**config.mk**
```make
export PLATFORM = sky130hd
export DESIGN_NAME = conv_window_accumulator
export DESIGN_NICKNAME = d
export VERILOG_FILES = /design/src/rtl/conv_acc_pkg.sv /design/src/rtl/conv_window_accumulator_lane_adder_tree.sv /design/src/rtl/conv_window_accumulator.sv
export SDC_FILE = /design/constraint.sdc
export NUM_CORES = 1
export LEC_CHECK = 0
export ABC_AREA = 1
export CORE_MARGIN = 2
export CORE_UTILIZATION = 58
export CTS_CLUSTER_DIAMETER = 30
export DETAILED_ROUTE_END_ITERATION = 6
export GPL_TIMING_DRIVEN = 0
export PLACE_DENSITY = 0.87
export SYNTH_ARGS = -nofsm -noshare
export SYNTH_HDL_FRONTEND = slang
export SYNTH_HIERARCHICAL = 1
export SYNTH_SLANG_ARGS = --single-unit
```
**constraint.sdc**
```tcl
create_clock -name clk -period 5.9 [get_ports clk]
set_clock_uncertainty 0.2 [all_clocks]
set_input_delay 1.18 -clock clk [delete_from_list [all_inputs] [get_ports clk]]
set_output_delay 1.18 -clock clk [all_outputs]
set_load 0.05 [all_outputs]
```
**src/rtl/conv_acc_pkg.sv**
```systemverilog
// Shared types and helpers for the convolution window accumulator.
// Saturating output mode is selected by the CONV_ACC_SATURATE_EN macro.
package conv_acc_pkg;

  typedef enum logic [0:0] {
    ACCUM = 1'b0,
    HOLD  = 1'b1
  } state_t;

  function automatic int acc_width(input int in_w, input int lanes, input int win);
    return in_w + $clog2(lanes * win);
  endfunction

  function automatic int beat_width(input int win);
    return (win > 1) ? $clog2(win) : 1;
  endfunction

  // Clamp a sign-extended value into the signed range of an out_w-bit field.
  function automatic logic signed [63:0] sat_resize(input logic signed [63:0] value,
                                                    input int unsigned out_w);
    logic signed [63:0] hi;
    logic signed [63:0] lo;
    hi = (64'sd1 <<< (out_w - 1)) - 64'sd1;
    lo = -hi - 64'sd1;
    if (value > hi) return hi;
    if (value < lo) return lo;
    return value;
  endfunction

endpackage

```
**src/rtl/conv_window_accumulator_lane_adder_tree.sv**
```systemverilog
// Combinational sign-extending sum of LANES packed signed lanes.
module lane_adder_tree
  import conv_acc_pkg::*;
#(
  parameter int IN_WIDTH = 14,
  parameter int LANES    = 3,
  localparam int SUM_WIDTH = IN_WIDTH + $clog2(LANES)
) (
  input  logic [LANES*IN_WIDTH-1:0]  in_data,
  output logic signed [SUM_WIDTH-1:0] sum
);

  always_comb begin
    sum = '0;
    for (int unsigned i = 0; i < LANES; i++) begin
      sum = sum + SUM_WIDTH'(signed'(in_data[i*IN_WIDTH +: IN_WIDTH]));
    end
  end

endmodule

```
**src/rtl/conv_window_accumulator.sv**
```systemverilog
// Registered windowed accumulator: sums LANES products per beat over WIN_LEN beats.
// Define CONV_ACC_SATURATE_EN for clamping output resize and the out_sat flag.
module conv_window_accumulator
  import conv_acc_pkg::*;
#(
  parameter int IN_WIDTH  = 14,
  parameter int LANES     = 3,
  parameter int WIN_LEN   = 3,
  parameter int OUT_WIDTH = 18,
  localparam int BEAT_W   = beat_width(WIN_LEN)
) (
  input  logic                        clk,
  input  logic                        rst,
  input  logic [LANES*IN_WIDTH-1:0]   in_data,
  input  logic                        in_valid,
  output logic                        in_ready,
  input  logic                        flush,
  output logic signed [OUT_WIDTH-1:0] out_sum,
  output logic                        out_valid,
  input  logic                        out_ready,
`ifdef CONV_ACC_SATURATE_EN
  output logic                        out_sat,
`endif
  output logic [BEAT_W-1:0]           beat_idx
);

  localparam int ACC_WIDTH = acc_width(IN_WIDTH, LANES, WIN_LEN);
  localparam int SUM_WIDTH = IN_WIDTH + $clog2(LANES);

  state_t                        state;
  logic signed [SUM_WIDTH-1:0]   lane_sum;
  logic signed [ACC_WIDTH-1:0]   acc;
  logic signed [ACC_WIDTH-1:0]   acc_next;
  logic signed [OUT_WIDTH-1:0]   resized;
  logic                          accept;
  logic                          last_beat;
  logic                          window_done;

  lane_adder_tree #(
    .IN_WIDTH(IN_WIDTH),
    .LANES   (LANES)
  ) u_lanes (
    .in_data(in_data),
    .sum    (lane_sum)
  );

  // HOLD is purely the stalled-output condition, so it is derived rather than stored.
  always_comb begin
    state       = (out_valid && !out_ready) ? HOLD : ACCUM;
    in_ready    = (state == ACCUM);
    accept      = in_valid && in_ready;
    last_beat   = (beat_idx == BEAT_W'(WIN_LEN - 1));
    window_done = accept && last_beat && !flush;
    acc_next    = acc + ACC_WIDTH'(lane_sum);
  end

`ifdef CONV_ACC_SATURATE_EN
  logic signed [63:0] wide_sum;
  logic signed [63:0] clamped;
  logic               sat_hit;

  always_comb begin
    wide_sum = 64'(acc_next);
    clamped  = sat_resize(wide_sum, OUT_WIDTH);
    sat_hit  = (clamped != wide_sum);
    resized  = OUT_WIDTH'(clamped);
  end

  always_ff @(posedge clk or posedge rst) begin
    if (rst) begin
      out_sat <= 1'b0;
    end else if (window_done) begin
      out_sat <= sat_hit;
    end
  end
`else
  always_comb begin
    resized = OUT_WIDTH'(acc_next);
  end
`endif

  always_ff @(posedge clk or posedge rst) begin
    if (rst) begin
      acc      <= '0;
      beat_idx <= '0;
    end else if (flush) begin
      acc      <= '0;
      beat_idx <= '0;
    end else if (accept) begin
      if (last_beat) begin
        acc      <= '0;
        beat_idx <= '0;
      end else begin
        acc      <= acc_next;
        beat_idx <= beat_idx + BEAT_W'(1);
      end
    end
  end

  // A final beat may reload the output in the same cycle the old value drains.
  always_ff @(posedge clk or posedge rst) begin
    if (rst) begin
      out_sum   <= '0;
      out_valid <= 1'b0;
    end else if (window_done) begin
      out_sum   <= resized;
      out_valid <= 1'b1;
    end else if (out_valid && out_ready) begin
      out_valid <= 1'b0;
    end
  end

endmodule

```
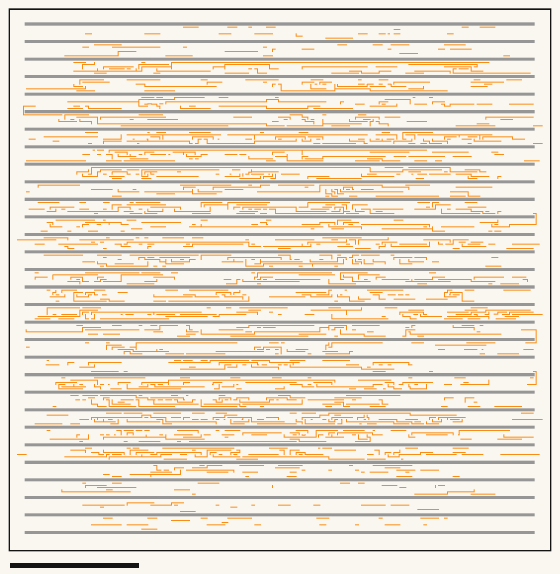
*Signal wires on met1*
Bar = 20 um. Supply wires on this layer in grey.
wire length on this layer: 3770 um
longest straight run: 49.2 um
main direction: horizontal
share of all routed wire: 45%

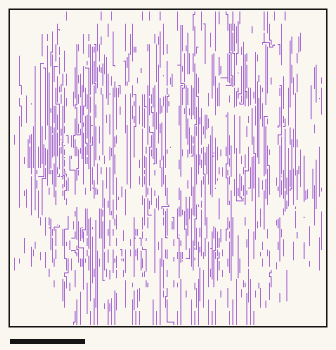
*Metal 2*
Bar = 20 um.
share of all routed wire: 51%
wire length on this layer: 4290 um
nets with wire on the layer: 574

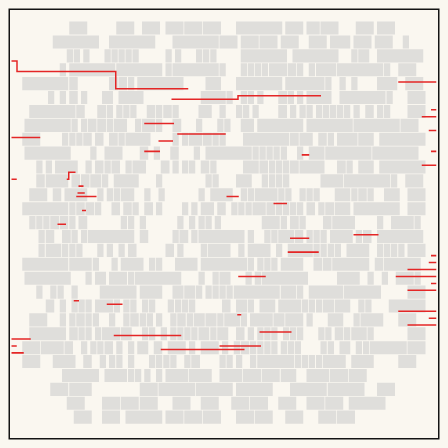
*M3 wires*
Cells faint in the background.
main direction: horizontal
wire length on this layer: 231 um
share of all routed wire: 2.8%

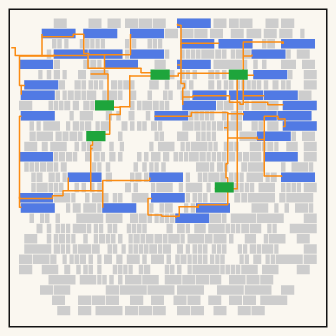
*Clock network drawn from the DEF*
legend:
  orange:
    item: clock wires
    length: 544 um
  blue:
    item: flip-flops
    count: 39
  green:
    item: clock-net drivers
    count: 5
routed clock nets: 6

==> metrics.cfg <==
[grt]
antenna_found_initial=0
grt_pass1_wl_um=15000
grt_use_total_pct=25.7
use_met3_pct=4.25

[drt]
drtAntennaViolNets=0
wl_per_cell_um=12.4

[setup_path]
rr_worst_depth=10
crit_path_end_kind=flip-flop
crit_buf_inv=3
crit_chain=clkdlybuf4s50_1 -> fa_1 -> ha_1 -> inv_1 -> fa_1 -> inv_1 -> nand2_1 -> nand3_2 -> nand2_1 -> nand3_1 -> nand2_1 -> ha_1 -> a21oi_1 -> o21ai_0 -> a21oi_1 -> nand3_1 -> nand3_1 -> nand2_1
crit_start=in_data[1]

[power_and_ir_drop]
clkPwrFrac_pct=10.7
powerDensity_nw_per_um2=427
p_switching_mw=1.01
top_power_group=combinational cells

[synthesis]
top_cells_by_count=nand2_1 (207), inv_1 (70), dfrtp_1 (39), nand3_1 (38), ha_1 (31)
syn_avg_cell_area_um2=7.04
synth_chip_area_um2=3690
yosysTopAreaCell=dfrtp_1
top_cell=nand2_1

[floorplan]
die-area_um2=7020
taps=77
rows=29

[cells_and_area]
nNonClkBuffers=74
nFillCells=525
n_clock_buffer=7
diodes=0

[sta]
slew_viol_final=0
rsz0062_at_grt=no
fin_crit_ps=4570

[run_status]
status=finished, final reports clean

[hold_path]
hp-class=reg -> reg

[clock_network]
cts_root_buf=clkbuf_8
cts_buffer_depth=2

[placement]
gp_congestion=0.906

-- layout by cell type (no fill, tap or decap), drive strengths merged --
cell | netlist | layout
nand2 | 216 | 216
inv | 74 | 74
clkdlybuf4s50 | 0 | 68
nand3 | 41 | 41
dfrtp | 39 | 39
ha | 31 | 31
nor2 | 28 | 28
a21oi | 23 | 23
fa | 16 | 16
o21ai | 13 | 13
xor2 | 9 | 9
clkbuf | 0 | 7
buf | 6 | 6
xnor2 | 5 | 5
nand3b | 5 | 5
nor3 | 5 | 5
and2 | 3 | 3
nand4 | 3 | 3
o21bai | 2 | 2
a21o | 1 | 1
nor4 | 1 | 1
o31ai | 1 | 1
clkinvlp | 0 | 1
or2 | 1 | 1
clkinv | 1 | 1
-- logic make-up after synthesis --
kind of cell	share of synthesized area [%]
AND/OR/NAND/NOR	35.7
buffers and inverters	8.91
adder cells (fa/ha/maj)	19.2
AND-OR/OR-AND	6.41
flip-flops	26.4
XOR/XNOR	3.32
-- stage by stage --
step	power [mW]	hold slack, ps	setup slack (ps)	utilization (%)	cell area, um^2
after floorplan	1.40	253	1830	-	3690
after global placement	1.71	267	1030	71.6	4470
after detailed placement	1.75	266	1020	71.6	4470
after CTS	1.96	286	1300	73.3	4570
after global routing	2.13	310	1040	73.3	4570
final	1.95	280	1330	73.3	4570
-- worst min-delay path by stage --
stage                       end  slack, ps         from
floorplan                acc[5]        250       acc[5]
global placement     out_sum[1]        270   out_sum[1]
detailed placement   out_sum[9]        270   out_sum[9]
CTS                  out_sum[9]        290   out_sum[9]
global route        out_sum[12]        310  out_sum[12]
finish               out_sum[9]        280   out_sum[9]
-- flip-flops by register name, indices dropped and copies added (netlist names) --
register	flops
acc	18
out_sum	18
beat_idx	2
out_valid	1
Power and IR drop assume default switching activity.
